`src/rtl/cpu_pkg.sv`:
```
// rtl/cpu_pkg.sv - shared decode-stage constants and the immediate extension rule
package cpu_pkg;

  localparam int IMM_W  = 16;
  localparam int DATA_W = 32;

  localparam logic EXT_ZERO = 1'b0;
  localparam logic EXT_SIGN = 1'b1;

  // Fill bit for the upper operand bits; any non-sign select zero-extends.
  function automatic logic ext_fill(input logic ext_op, input logic msb);
    return (ext_op == EXT_SIGN) & msb;
  endfunction

  // Full-width extension at the default widths, for stages that reuse the rule directly.
  function automatic logic [DATA_W-1:0] extend_imm(input logic ext_op, input logic [IMM_W-1:0] imm);
    return {{(DATA_W-IMM_W){ext_fill(ext_op, imm[IMM_W-1])}}, imm};
  endfunction

endpackage

```
`src/rtl/ext.sv`:
```
// rtl/ext.sv - immediate extender with optional registered copy
module ext
  import cpu_pkg::ext_fill;
#(
  parameter int IMM_W  = cpu_pkg::IMM_W,
  parameter int DATA_W = cpu_pkg::DATA_W
) (
  input  logic              clk,
  input  logic              reset,
  input  logic              EXTop,
  input  logic [IMM_W-1:0]  Imm,
  output logic [DATA_W-1:0] ExtImm,
  input  logic              en,
  output logic [DATA_W-1:0] ExtImm_q,
  output logic              ExtImm_vld
);

  assign ExtImm = {{(DATA_W-IMM_W){ext_fill(EXTop, Imm[IMM_W-1])}}, Imm};

  always_ff @(posedge clk) begin
    if (reset) begin
      ExtImm_q   <= '0;
      ExtImm_vld <= 1'b0;
    end else if (en) begin
      ExtImm_q   <= ExtImm;
      ExtImm_vld <= 1'b1;
    end
  end

endmodule

```
`config.mk`:
```
export PLATFORM = sky130hd
export DESIGN_NAME = ext
export DESIGN_NICKNAME = d
export VERILOG_FILES = /design/src/rtl/cpu_pkg.sv /design/src/rtl/ext.sv
export SDC_FILE = /design/constraint.sdc
export NUM_CORES = 1
export LEC_CHECK = 0
export CORE_MARGIN = 2
export CORE_UTILIZATION = 29
export CTS_CLUSTER_DIAMETER = 80
export DETAILED_ROUTE_END_ITERATION = 8
export GPL_TIMING_DRIVEN = 0
export PLACE_DENSITY = 0.88
export SLEW_MARGIN = 20
export SYNTH_ARGS = -nofsm -noshare
export SYNTH_HDL_FRONTEND = slang
export SYNTH_SLANG_ARGS = --single-unit
export TNS_END_PERCENT = 30
```
`constraint.sdc`:
```
create_clock -name clk -period 1.3 [get_ports clk]
set_input_delay 0.39 -clock clk [delete_from_list [all_inputs] [get_ports clk]]
set_output_delay 0.39 -clock clk [all_outputs]
set_load 0.02 [all_outputs]
```
Met1 routing:
Supply wires on this layer in grey.
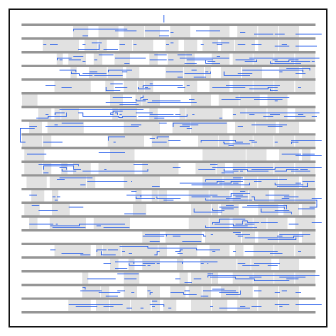
share of all routed wire: 37%
longest straight run: 22.1 µm
global-route met1 utilization: 0.162
Routed Wire Length: 3280 µm
via count of the routed design: 1009

==> Table 3: Implementation characteristics <==
Physical design parameters

Parameter                              Value

Worst hold path
  Worst hold-check path type .................. input port to flip-flop

Global routing
  Antenna violations before repair .................. 0
  Wire length of the first global-routing pass .................. 4820 µm
  Vias in the first global route .................. 984
  Maximum number of pins on one net before global-route repair .................. 11
  Sum of overflow across all layers after global routing .................. 0

Clock network
  Maximum clock insertion buffer count .................. 2
  Num CTS Buffers .................. 3
  CTS tree .................. done
  Root buffer cell .................. clkbuf_4
  Clock slew at reported path FFs .................. 100 ps
  Maximum level of the CTS H-tree .................. 1
  CTS Hold Buffers Added .................. 0

Finish
  Sequential Area .................. 364 µm²
  Logic area .................. 267 µm²
  Post-layout nets .................. 228
  Fill cell total of the finished layout .................. 266
  Layout Area Growth over Synthesis .................. 112%
  Number of antenna diodes .................. 0
  Ratio of cells with drive above 1 in the final layout .................. 0.671

STA
  Final setup margin .................. -134 ps
  Shortest clock period the worst path allows after layout .................. 1430 ps
  Total negative setup slack .................. -3130 ps
  Post-route worst hold slack .................. 338 ps
  # setup viols final .................. 28
  Final Max-Slew Violation Tally .................. 0
  Least-Margin Pin Slew .................. 146 ps
  Slew Limit Headroom .................. 0.900
  Ratio of final minimum period to clock period .................. 1.10
  Hold violation count in the final report .................. 0
  Maximum operating frequency .................. 697 MHz

Setup path
  Capture instance of the worst register-to-register path .................. ExtImm_q[16]
  FF-to-FF setup slack .................. 540 ps
  Critical Path End Type .................. output port
  Critical path class .................. input port to output port
  CP arrival .................. 1040 ps
  Biggest fanout along the worst timing path .................. 7
  Required arrival time at the worst endpoint .................. 910 ps
  Reg-to-Reg Start .................. ExtImm_q[16]
  Count of cells along the worst register-to-register path .................. 3
  Crit path from .................. Imm[15]
  End of the critical path .................. ExtImm[26]

Floorplan
  Number of standard-cell rows in the floorplan .................. 21
  Y dimension of the die .................. 62.8 µm
  CORE AREA .................. 3340 µm²
  Die boundary width .................. 62.8 µm
  DIE AREA .................. 3940 µm²

Run
  Log Warnings .................. 28
  Maxcap violations .................. 0

Synthesis
  Synth area leaders .................. dfxtp_1, buf_4, mux2i_1
  Netlist area before placement .................. 1000 µm²
  Part of the Yosys area used for sequential elements .................. 0.360
  Number of synthesized flops with an enable pin .................. 0
  Chip area in the Yosys report .................. 1000 µm²
  Area share of the leading cell type in the synthesized netlist .................. 0.360
  Synth flops .................. 18
  Fraction of registers with async set/reset .................. 0
  Number of cell instances after yosys synthesis .................. 106
  Number of warnings printed during yosys synthesis .................. 0
  Number of different library cells in the post-synthesis netlist .................. 11
  Cell with the most instances after synthesis .................. buf_4
  Synthesized Nets .................. 126
  Cells after synthesis .................. 106
  Synthesized area per cell .................. 9.45 µm²

Pwr
  Power per unit of standard cell area .................. 745 nW/µm²
  Leakage power of the design .................. 1.14 nW
  Highest ir drop seen on vdd .................. 0.000394 V

Drt
  Drt first pass iters .................. 4
  DR iter-0 viols .................. 21
  Remaining design rule violation count .................. 0
  Per-cell routed wire length .................. 13.0 µm

Run status
  Run status .................. finished with violations
  Violations in the final reports .................. negative setup slack

Place
  Total half-perimeter wirelength after legalization and detailed placement .................. 1920 µm
  Tally of buffers added on design ports .................. 82
  Routability cong. .................. 0.726
Clock wires, drivers and flops:
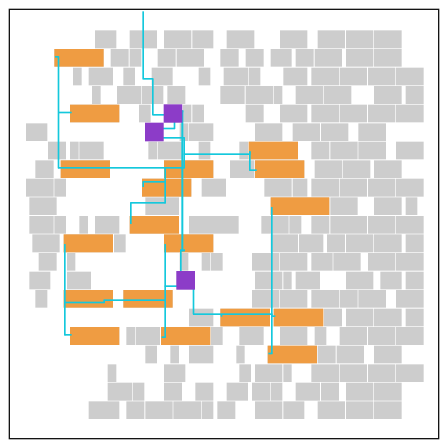
[cyan] clock wires | length: 213 µm
[orange] flip-flops | count: 18
[purple] clock drivers | count: 3
routed clock nets: 4
clock network latency to the later pin of the worst-skew pair: 290 ps
P_clk: 0.000342 W
clock skew after layout: 0 ps

## critical path, stage by stage
cell and delay [ps]:
buf_8 100, and2_4 180, buf_4 140, buf_6 110, buf_6 120
## flip-flops by register name, indices dropped and copies added, names as in the netlist
register / flops
ExtImm_q: 17
ExtImm_vld: 1
## cell families after synthesis
group | count (synthesis) | share of synthesized area
simple gates | 21 | 0.0899
flops | 18 | 0.360
buf+inv | 50 | 0.386
compound gates | 1 | 0.00499
mux | 16 | 0.160
## final cells by class
class	count	area share
well taps	46	0.0270
plain buffers	50	0.231
multi-input cells	39	0.125
repair buffers	96	0.429
flip-flops and latches	18	0.171
clock buffers	4	0.0170
## per-layer routing
metal  routed length [µm]  track usage  vias to the layer above
met4                   20       0.0444                        0
met1                 1230        0.162                      464
met3                  194       0.0342                        2
met5                    0            0                        -
li1                     -            -                      494
met2                 1840        0.298                       49
## through the flow
step	cell area, µm²	std cells	utilization	worst slack [ps]	total power (W)
2_1_floorplan	1000	106	-	5.69	0.000921
5_1_grt	2130	253	0.638	-171	0.00167
4_1_cts	2000	252	0.600	-195	0.00156
3_3_place_gp	1880	234	0.564	-1080	0.00118
6_report	2130	253	0.638	-134	0.00159
3_5_place_dp	1880	234	0.564	-1110	0.00119
## power by group
| group | internal (W) | leakage (nW) | total (W) | switching, W |
|---|---|---|---|---|
| clock network | 0.000171 | 0.0210 | 0.000342 | 0.000171 |
| logic | 0.000355 | 0.974 | 0.000644 | 0.000289 |
| registers | 0.000583 | 0.149 | 0.000600 | 0.0000172 |
## what timing repair did
item	4_1_cts	5_1_grt
setup endpoints to repair	65	43
resized	371	46
pin swaps	2	1
setup buffers	13	1
endpoints found under the hold margin	0	0
cloned	1	0
## placed cells by master (no fill, tap or decap)
master,instances
a21oi_1,1
and2_4,2
buf_12,1
buf_2,20
buf_4,26
buf_6,83
buf_8,1
clkbuf_4,3
clkbuf_8,1
clkdlybuf4s15_1,4
dfxtp_1,17
dfxtp_4,1
dlygate4sd2_1,10
dlymetal6s2s_1,1
mux2i_1,16
nand2b_1,1
nand3_2,1
nor2_1,18
## how the worst min path moves through the flow
| stage | from | endpoint | slack, ps | cells past startpoint |
|---|---|---|---|---|
| 2_1_floorplan | Imm[0] | ExtImm_q[0] | 540 | 2 |
| 3_3_place_gp | ExtImm_vld | ExtImm_vld | 450 | 2 |
| 3_5_place_dp | ExtImm_vld | ExtImm_vld | 450 | 2 |
| 4_1_cts | EXTop | ExtImm_q[16] | 320 | 3 |
| 5_1_grt | EXTop | ExtImm_q[16] | 320 | 3 |
| 6_report | EXTop | ExtImm_q[16] | 340 | 3 |
Power figures rest on the tool's default switching activity, not on a simulated workload.
